File: src/rtl/slot_dispatcher_pkg.sv
// Shared constants for the slot dispatcher slice.
package slot_dispatcher_pkg;

    localparam bit Enable  = 1'b1;
    localparam bit Disable = 1'b0;

endpackage

File: src/rtl/slot_dispatcher_pick.sv
// Find-first-free selector: a log-depth tree of 2:1 pickers over the free bitmap.
module dispatcher_pick
    import slot_dispatcher_pkg::*;
#(
    parameter  int OUT      = 8,
    parameter  bit MSB      = Disable,
    localparam int LOG2_OUT = $clog2(OUT)
) (
    input  logic [OUT-1:0]      free,
    output logic                found,
    output logic [LOG2_OUT-1:0] idx
);

    localparam int unsigned LEAVES = 1 << LOG2_OUT;
    localparam int unsigned NODES  = 2 * LEAVES - 1;

    logic                node_found [NODES];
    logic [LOG2_OUT-1:0] node_idx   [NODES];

    // Heap layout: node n has children 2n+1 / 2n+2; leaves padded past OUT are never free.
    always_comb begin
        for (int unsigned i = 0; i < NODES; i++) begin
            node_found[i] = 1'b0;
            node_idx[i]   = '0;
        end
        for (int unsigned i = 0; i < LEAVES; i++) begin
            node_found[LEAVES-1+i] = (i < OUT) ? free[i] : 1'b0;
            node_idx[LEAVES-1+i]   = LOG2_OUT'(i);
        end
        for (int unsigned k = 0; k < LEAVES - 1; k++) begin
            int unsigned n;
            logic        take_right;
            n          = LEAVES - 2 - k;
            take_right = MSB ? node_found[2*n+2] : !node_found[2*n+1];
            node_found[n] = node_found[2*n+1] | node_found[2*n+2];
            node_idx[n]   = take_right ? node_idx[2*n+2] : node_idx[2*n+1];
        end
    end

    assign found = node_found[0];
    assign idx   = node_idx[0];

endmodule

File: src/rtl/slot_dispatcher.sv
// Dispatches a valid/ready stream into the first free of OUT slots; slots are freed by release bits.
module slot_dispatcher
    import slot_dispatcher_pkg::*;
#(
    parameter  int DATA     = 8,
    parameter  int OUT      = 8,
    parameter  bit MSB      = Disable,
    localparam int LOG2_OUT = $clog2(OUT)
) (
    input  logic                      clk,
    input  logic                      reset_,
    input  logic                      in_valid,
    input  logic [DATA-1:0]           in_data,
    output logic                      in_ready,
    output logic [LOG2_OUT-1:0]       alloc_idx,
    output logic [OUT-1:0]            slot_valid,
    output logic [OUT-1:0][DATA-1:0]  slot_data,
    input  logic [OUT-1:0]            slot_release,
    output logic [LOG2_OUT:0]         count,
    output logic                      full,
    output logic                      empty
);

    logic [OUT-1:0]           valid_q;
    logic [OUT-1:0][DATA-1:0] data_q;
    logic [LOG2_OUT:0]        count_q;

    logic                found;
    logic [LOG2_OUT-1:0] pick_idx;
    logic                accept;
    logic [OUT-1:0]      rel;
    logic [OUT-1:0]      alloc_oh;
    logic [OUT-1:0]      valid_d;
    logic [LOG2_OUT:0]   rel_cnt;
    logic [LOG2_OUT:0]   count_d;

    dispatcher_pick #(
        .OUT (OUT),
        .MSB (MSB)
    ) u_pick (
        .free  (~valid_q),
        .found (found),
        .idx   (pick_idx)
    );

    assign full     = (count_q == (LOG2_OUT+1)'(OUT));
    assign empty    = (count_q == '0);
    // Ready comes from registered occupancy only; held low while reset is asserted.
    assign in_ready = reset_ && !full;
    assign accept   = in_valid && in_ready && found;

    always_comb begin
        rel      = slot_release & valid_q;
        alloc_oh = '0;
        if (accept) begin
            alloc_oh[pick_idx] = 1'b1;
        end
        valid_d = (valid_q & ~rel) | alloc_oh;
        rel_cnt = '0;
        for (int unsigned i = 0; i < OUT; i++) begin
            rel_cnt = rel_cnt + (LOG2_OUT+1)'(rel[i]);
        end
        count_d = count_q + (LOG2_OUT+1)'(accept) - rel_cnt;
    end

    always_ff @(posedge clk or negedge reset_) begin
        if (!reset_) begin
            valid_q <= '0;
            data_q  <= '0;
            count_q <= '0;
        end else begin
            valid_q <= valid_d;
            count_q <= count_d;
            if (accept) begin
                data_q[pick_idx] <= in_data;
            end
        end
    end

    assign alloc_idx  = pick_idx;
    assign slot_valid = valid_q;
    assign slot_data  = data_q;
    assign count      = count_q;

endmodule
File: config.mk
export PLATFORM = sky130hd
export DESIGN_NAME = slot_dispatcher
export DESIGN_NICKNAME = d
export VERILOG_FILES = /design/src/rtl/slot_dispatcher_pkg.sv /design/src/rtl/slot_dispatcher_pick.sv /design/src/rtl/slot_dispatcher.sv
export SDC_FILE = /design/constraint.sdc
export NUM_CORES = 1
export LEC_CHECK = 0
export ABC_CLOCK_PERIOD_IN_PS = 7800
export CAP_MARGIN = 20
export CORE_MARGIN = 2
export CORE_UTILIZATION = 40
export CTS_BUF_LIST = sky130_fd_sc_hd__clkbuf_8
export DETAILED_ROUTE_END_ITERATION = 16
export GPL_TIMING_DRIVEN = 1
export HOLD_SLACK_MARGIN = 0.06
export PLACE_DENSITY = 0.76
export RECOVER_POWER = 100
export SYNTH_ARGS = -nofsm -noshare
export SYNTH_HDL_FRONTEND = slang
export SYNTH_SLANG_ARGS = --single-unit
File: constraint.sdc
create_clock -name clk -period 7.8 [get_ports clk]
set_input_delay 0.78 -clock clk [delete_from_list [all_inputs] [get_ports clk]]
set_output_delay 0.78 -clock clk [all_outputs]
set_load 0.02 [all_outputs]
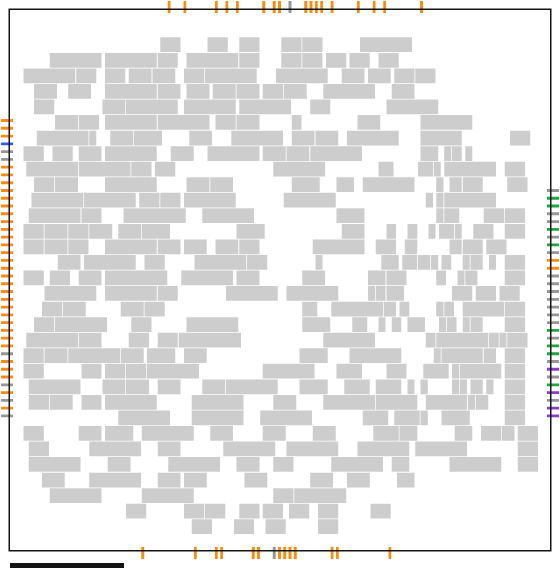
Run 1: ports around the boundary
Bar = 20 um. Pins as bars across the die edge, other pins in grey.
| port | colour | pins | direction | edge |
|---|---|---|---|---|
| `reset_` | blue | 1 | input | west |
| `slot_data` | orange | 64 | output | 32 west, 17 north, 13 south, 2 east |
| `count` | purple | 4 | output | east |
| `slot_release` | green | 8 | input | east |
all pins by edge: 39 west, 30 east, 18 north, 14 south
die height: 94.48 um
count of input and output buffers: 100
width of the die: 94.48 um

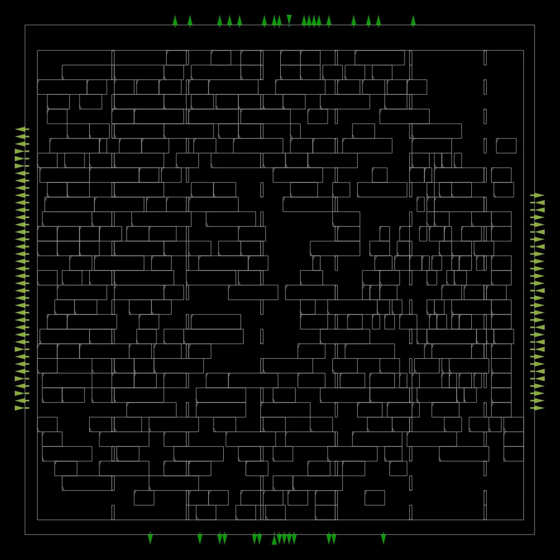
Run 1: cell outlines without signal wires
Placeable Area: 0.007848 mm^2
Final Instance Count excl. Fillers: 440
placement row count: 32
post-layout util: 58.40%
sequential share of cell area: 41.50%

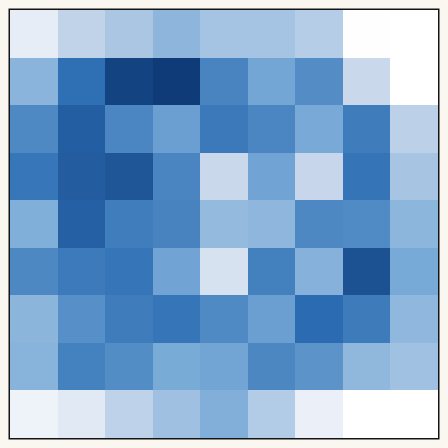
Run 1: cell density map
The die is cut into 9 by 9 equal tiles; white is low, dark blue is high, 0 to 100% covered.
tiles over 75% full: 9.9%
nearly empty tiles: 6.2%
mean over tiles: 50%
densest ninth of the die: west
fullest tile: 96%

==> impl_table.tex, run 1 <==
% Yosys + OpenROAD metrics
\begin{tabular}{lr}
\hline
Metric & Value \\
\hline
\multicolumn{2}{l}{\textbf{Yosys}} \\
\quad Area leader share & 58.08\% \\
\quad Most numerous cell types in the synthesized netlist & dfrtp\_1, mux2\_2, inv\_1, and2\_1, ha\_1 \\
\quad Adder Share, Synth & 6.343\% \\
\quad Portion of the post-synthesis area used by sequential elements & 58.08\% \\
\quad Post-synth top area cell & dfrtp\_1 \\
\quad Count of instantiated cells in the yosys netlist & 224 \\
\quad Unique masters post-synth & 34 \\
\quad Count leader, synth & dfrtp\_1 \\
\quad Proportion of register bits with asynchronous set or reset after synthesis & 100.0\% \\
\quad Syn Nets & 256 \\
\quad Simple logic cell fraction of the synthesized area & 6.037\% \\
\quad Xor-xnor portion of the synthesized cell area & 0.8024\% \\
\multicolumn{2}{l}{\textbf{CTS}} \\
\quad Buffers inserted during post-CTS setup optimization & 0 \\
\quad TritonCTS sink count & 76 \\
\quad Cts hold-fix bufs & 0 \\
\quad Count of H-tree levels built during CTS & 3 \\
\quad Number of buffers inserted during clock tree synthesis & 9 \\
\quad Worst-Skew Late Latency & 340 ps \\
\quad Root buffer cell & clkbuf\_8 \\
\multicolumn{2}{l}{\textbf{Critical path}} \\
\quad Critical Path End & count[0] \\
\quad Cell class contributing the biggest share of worst-path delay & buffers and inverters \\
\quad Worst EP required & 7350 ps \\
\quad FF-to-FF End & slot\_data[56] \\
\quad Worst R2R Setup Slack & 3830 ps \\
\quad Critical register-to-register path startpoint & slot\_valid[3] \\
\quad Most numerous cell on the critical path & clkbuf\_1 \\
\quad Sequence of cells on the critical path & clkbuf\_1, clkbuf\_1 \\
\quad Worst-path cell with the longest stage delay & clkbuf\_1 \\
\multicolumn{2}{l}{\textbf{Route}} \\
\quad WL met2 & 3.543 mm \\
\quad Final routed DRC violation total & 0 \\
\quad Average wire length per cell after detail routing & 17.87 um \\
\quad Post-detailed-route count of antenna-violating nets & 0 \\
\quad Router iterations before antenna repair & 4 \\
\quad Number of vias after detailed routing & 2171 \\
\quad Total Wirelength & 7.864 mm \\
\multicolumn{2}{l}{\textbf{Final layout}} \\
\quad Filler cells & 668 \\
\quad Number of nets in the final layout & 365 \\
\quad Largest contributor to cell area by class & sequential cells \\
\quad Proportion of layout cells with a drive suffix above 1 & 23.37\% \\
\quad Gate Area & 0.001227 mm\^{}2 \\
\quad Multi-input combinational cell count & 124 \\
\multicolumn{2}{l}{\textbf{Final timing}} \\
\quad Number of endpoints failing setup at the final stage & 0 \\
\quad Unrepaired setup endpoints after global routing & false \\
\quad Final count of hold timing violations & 0 \\
\quad Highest clock frequency the design can meet & 0.2287 GHz \\
\quad Final Max-Slew Violation Tally & 85 \\
\quad Share of the clock period used by the worst path after layout & 56.07\% \\
\quad Total Negative Setup Slacks & 0 ps \\
\multicolumn{2}{l}{\textbf{Power and ir drop}} \\
\quad Flop pwr share & 40.9\% \\
\quad Fraction of power spent switching nets & 30.71\% \\
\quad Fraction of power consumed by combinational cells & 29.1\% \\
\quad Combinational cell power & 0.358 mW \\
\multicolumn{2}{l}{\textbf{Global routing}} \\
\quad Overall routing resource usage & 18.65\% \\
\quad Global-route wire length before repair & 12.50 mm \\
\quad Total gr overflow & 0 \\
\quad Largest net degree at the start of global routing & 75 \\
\multicolumn{2}{l}{\textbf{Run status}} \\
\quad Violated checks & max-capacitance violations, max-slew violations \\
\quad Result of the run & finished, violations left \\
\multicolumn{2}{l}{\textbf{Floorplan}} \\
\quad Effective utilization at floorplan & 41.73\% \\
\quad \# Taps & 102 \\
\multicolumn{2}{l}{\textbf{Job}} \\
\quad Max-Cap Viols & 3 \\
\multicolumn{2}{l}{\textbf{Placement}} \\
\quad Total instance count after detailed placement & 424 \\
\quad Pre-CTS WS & 3645 ps \\
\hline
\end{tabular}
==> inputs of run 2 (changes only) <==
Settings changed: ABC_CLOCK_PERIOD_IN_PS 7800 to 3900, PLACE_DENSITY 0.76 to 0.79.
Clock period 7.8 ns to 3.9 ns, I/O delays scaled along.
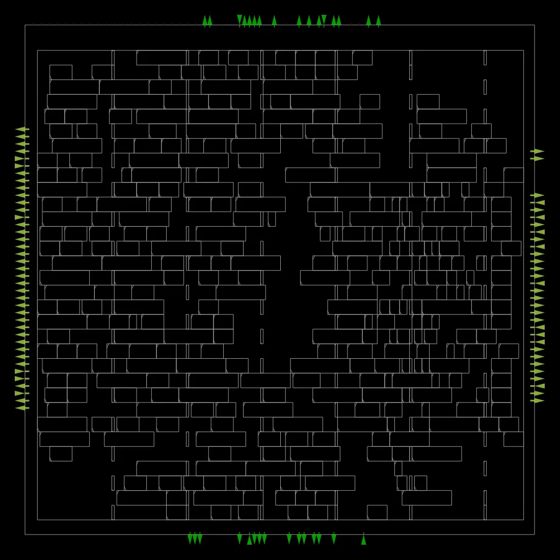
Run 2: cell outlines without signal wires
Filler cells: 656
sequential share of cell area: 41.64%
# Taps: 102
post-layout util: 58.20%

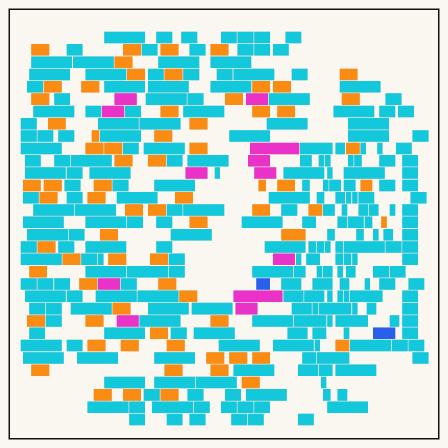
Run 2: drive-strength map
| size | colour | cells | share |
|---|---|---|---|
| drive 6 and up | magenta | 12 | 3.6% |
| drive 3 to 4 | blue | 2 | 0.59% |
| drive 1 or less | cyan | 252 | 75% |
| drive 2 | orange | 72 | 21% |

==> run 2 against run 1 <==
Compared with the run above:
- critical path type is now primary input to flop
- critical path depth rose by 11
- critical endpoint is now count[3]
- clock power rose by 77%
- sequential cell count did not move
- non-clock buffer count rose by 1
- the flow still finishes with violations (max-capacitance violations, max-slew violations)
- clock skew fell by 0.63 ps
- die area did not move
- register-to-register slack got worse by 3300 ps
==> impl_table.tex, run 2 <==
% Yosys + OpenROAD metrics
\begin{tabular}{lr}
\hline
Metric & Value \\
\hline
\multicolumn{2}{l}{\textbf{Route}} \\
\quad Met3 Wirelength & 838 um \\
\quad Number of vias after detailed routing & 2180 (+0.41\%) \\
\quad Average wire length per cell after detail routing & 17.31 um (-3.1\%) \\
\quad Via/cell ratio & 4.955 \\
\quad WL met2 & 3.336 mm (-5.8\%) \\
\quad Post-detailed-route count of antenna-violating nets & 0 (unchanged) \\
\quad Router iterations before antenna repair & 4 (unchanged) \\
\quad Final routed DRC violation total & 0 (unchanged) \\
\quad Total Wirelength & 7.617 mm (-3.1\%) \\
\multicolumn{2}{l}{\textbf{Power and ir drop}} \\
\quad Fraction of power consumed by combinational cells & 30.1\% (+1.0 points) \\
\quad Clock net power & 0.653 mW \\
\quad Overall Power & 2.374 mW \\
\quad Top contributor to total power & sequential cells \\
\quad Fraction of power spent switching nets & 31.17\% (+0.45 points) \\
\quad Combinational cell power & 0.715 mW (+100\%) \\
\quad Flop pwr share & 42.4\% (+1.5 points) \\
\multicolumn{2}{l}{\textbf{Placement}} \\
\quad Count of input and output buffers & 100 (unchanged) \\
\quad Total instance count after detailed placement & 424 (unchanged) \\
\quad Pre-CTS WS & 124.8 ps (-3520 ps) \\
\quad Cell area reported after detailed placement & 0.004390 mm\^{}2 \\
\multicolumn{2}{l}{\textbf{Global routing}} \\
\quad Total gr overflow & 0 (unchanged) \\
\quad Largest net degree at the start of global routing & 75 (unchanged) \\
\quad Overall routing resource usage & 18.43\% (-0.22 points) \\
\multicolumn{2}{l}{\textbf{Yosys}} \\
\quad Adder Share, Synth & 6.343\% (unchanged) \\
\quad Portion of the post-synthesis area used by sequential elements & 58.08\% (unchanged) \\
\quad Simple logic cell fraction of the synthesized area & 6.037\% (unchanged) \\
\quad Count leader, synth & dfrtp\_1 \\
\quad Chip area line of the yosys report & 0.003274 mm\^{}2 \\
\quad Area leader share & 58.08\% (unchanged) \\
\quad Post-synth top area cell & dfrtp\_1 \\
\quad Unique masters post-synth & 34 (unchanged) \\
\quad Syn Nets & 256 (unchanged) \\
\quad Most numerous cell types in the synthesized netlist & dfrtp\_1, mux2\_2, inv\_1, and2\_1, ha\_1 \\
\quad Proportion of register bits with asynchronous set or reset after synthesis & 100.0\% (unchanged) \\
\quad Xor-xnor portion of the synthesized cell area & 0.8024\% (unchanged) \\
\multicolumn{2}{l}{\textbf{Critical path}} \\
\quad Sequence of cells on the critical path & dlygate4sd3\_1, and2\_0, fa\_1, fa\_1, inv\_1, fa\_1, inv\_1, fa\_1, inv\_1, ha\_1, ha\_1, xor2\_1, xnor2\_1 \\
\quad Cell class contributing the biggest share of worst-path delay & adder cells \\
\quad Critical Path End & count[3] \\
\quad Worst R2R Setup Slack & 500 ps (-3330 ps) \\
\quad Critical register-to-register path startpoint & slot\_valid[6] \\
\quad Worst-path cell with the longest stage delay & dlygate4sd3\_1 \\
\quad FF-to-FF End & count[3] \\
\quad Most numerous cell on the critical path & fa\_1 \\
\multicolumn{2}{l}{\textbf{Floorplan}} \\
\quad Width of the die & 94.48 um (unchanged) \\
\quad Placeable Area & 0.007848 mm\^{}2 (unchanged) \\
\quad Effective utilization at floorplan & 41.73\% (unchanged) \\
\quad Placement row count & 32 (unchanged) \\
\quad Die height & 94.48 um (unchanged) \\
\multicolumn{2}{l}{\textbf{Final timing}} \\
\quad Unrepaired setup endpoints after global routing & false \\
\quad Highest clock frequency the design can meet & 0.2813 GHz \\
\quad Total Negative Setup Slacks & 0 ps (unchanged) \\
\quad Number of endpoints failing setup at the final stage & 0 (unchanged) \\
\quad Final Max-Slew Violation Tally & 85 (unchanged) \\
\quad Share of the clock period used by the worst path after layout & 91.15\% \\
\quad Final count of hold timing violations & 0 (unchanged) \\
\multicolumn{2}{l}{\textbf{Run status}} \\
\quad Violated checks & max-capacitance violations, max-slew violations \\
\quad Result of the run & finished, violations left \\
\multicolumn{2}{l}{\textbf{Final layout}} \\
\quad Proportion of layout cells with a drive suffix above 1 & 25.44\% (+2.1 points) \\
\quad Gate Area & 0.001234 mm\^{}2 (+0.51\%) \\
\quad Final Instance Count excl. Fillers & 440 (unchanged) \\
\quad Largest contributor to cell area by class & sequential cells \\
\multicolumn{2}{l}{\textbf{Job}} \\
\quad Max-Cap Viols & 3 (unchanged) \\
\quad Count of warning messages emitted by the tools & 26 \\
\multicolumn{2}{l}{\textbf{CTS}} \\
\quad Buffers inserted during post-CTS setup optimization & 0 (unchanged) \\
\quad Maximum count of clock buffers along a single path & 2 \\
\quad Number of buffers inserted during clock tree synthesis & 9 (unchanged) \\
\quad Cts hold-fix bufs & 1 (+1) \\
\quad Count of H-tree levels built during CTS & 3 (unchanged) \\
\quad Worst-Skew Late Latency & 340 ps (about the same) \\
\quad Root buffer cell & clkbuf\_8 \\
\hline
\end{tabular}
No activity file was given, so power comes from the tool's default toggle rates.
